Design fetch_unit, sky130hd; sources not shown.
M2 wires:
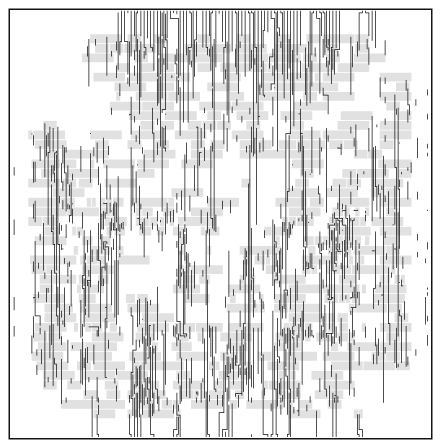
share of all routed wire	49%
nets with wire on the layer	478
main direction	vertical
wire length on this layer	6,240 um
grt met2 use: 28.9%
Post-Route WL: 12,700 um

Gate families picked out:
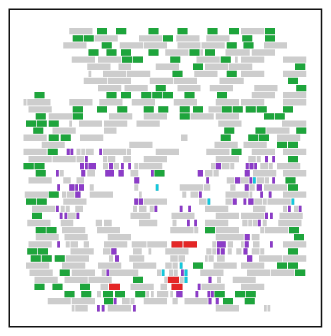
colour	family	cells
green	mux cells	115
purple	nand cells	82
cyan	inv cells	8
red	fa/ha/maj cells	5
Layout Cells excl Fill: 625
most frequent logic cell in the layout: dfrtp_1

==> results.txt <==
run results: row count=40, Area Overhead vs Synth=11.5%, Num CTS Buffers=17, part of the power in combinational logic=20.1%, yosys aoi share=4.62%, # resized after CTS=0, initial antenna violation count=0, Pwr per Cell Area=811 mW/mm2, Leading cell kind=flip-flops and latches, status=complete, no violations, tool warnings=33, most frequent cells in the layout=dfrtp_1 (122), mux2_2 (114), nand2_1 (52), Post-Synth Simple-Gate Area=10.7%, CP max stage delay=0.79 ns, post-route cell area=0.00646 mm2, Latency at later pin=0.40 ns, crit-path max FO=35, initial DRC count=177, largest net degree at the start of global routing=128, flop2flop setup slack=1.08 ns, routed vias=3,544, Crit path depth=3, Rel. slew slack=40.3%, Non-CTS inverters=8, fraction of layout cells with a size suffix above 1=32.6%, post-synth top area share=52.7%, critical path type=flop to primary output, Top FF cell, synth=dfrtp_1, GR Util met3=6.95%, uppermost layer routed=met4, Yosys Chip Area=0.00579 mm2, Post-CTS Hold Fix Bufs=0, gr ovfl total=0, Post-Syn Area=0.00579 mm2, synth unique cells=44, setup violators final=0, DR pass1 iterations=4, number of global-route vias before repair=3,758, htree depth=4, Fmax achieved=316 MHz
Power and IR drop assume default switching activity.
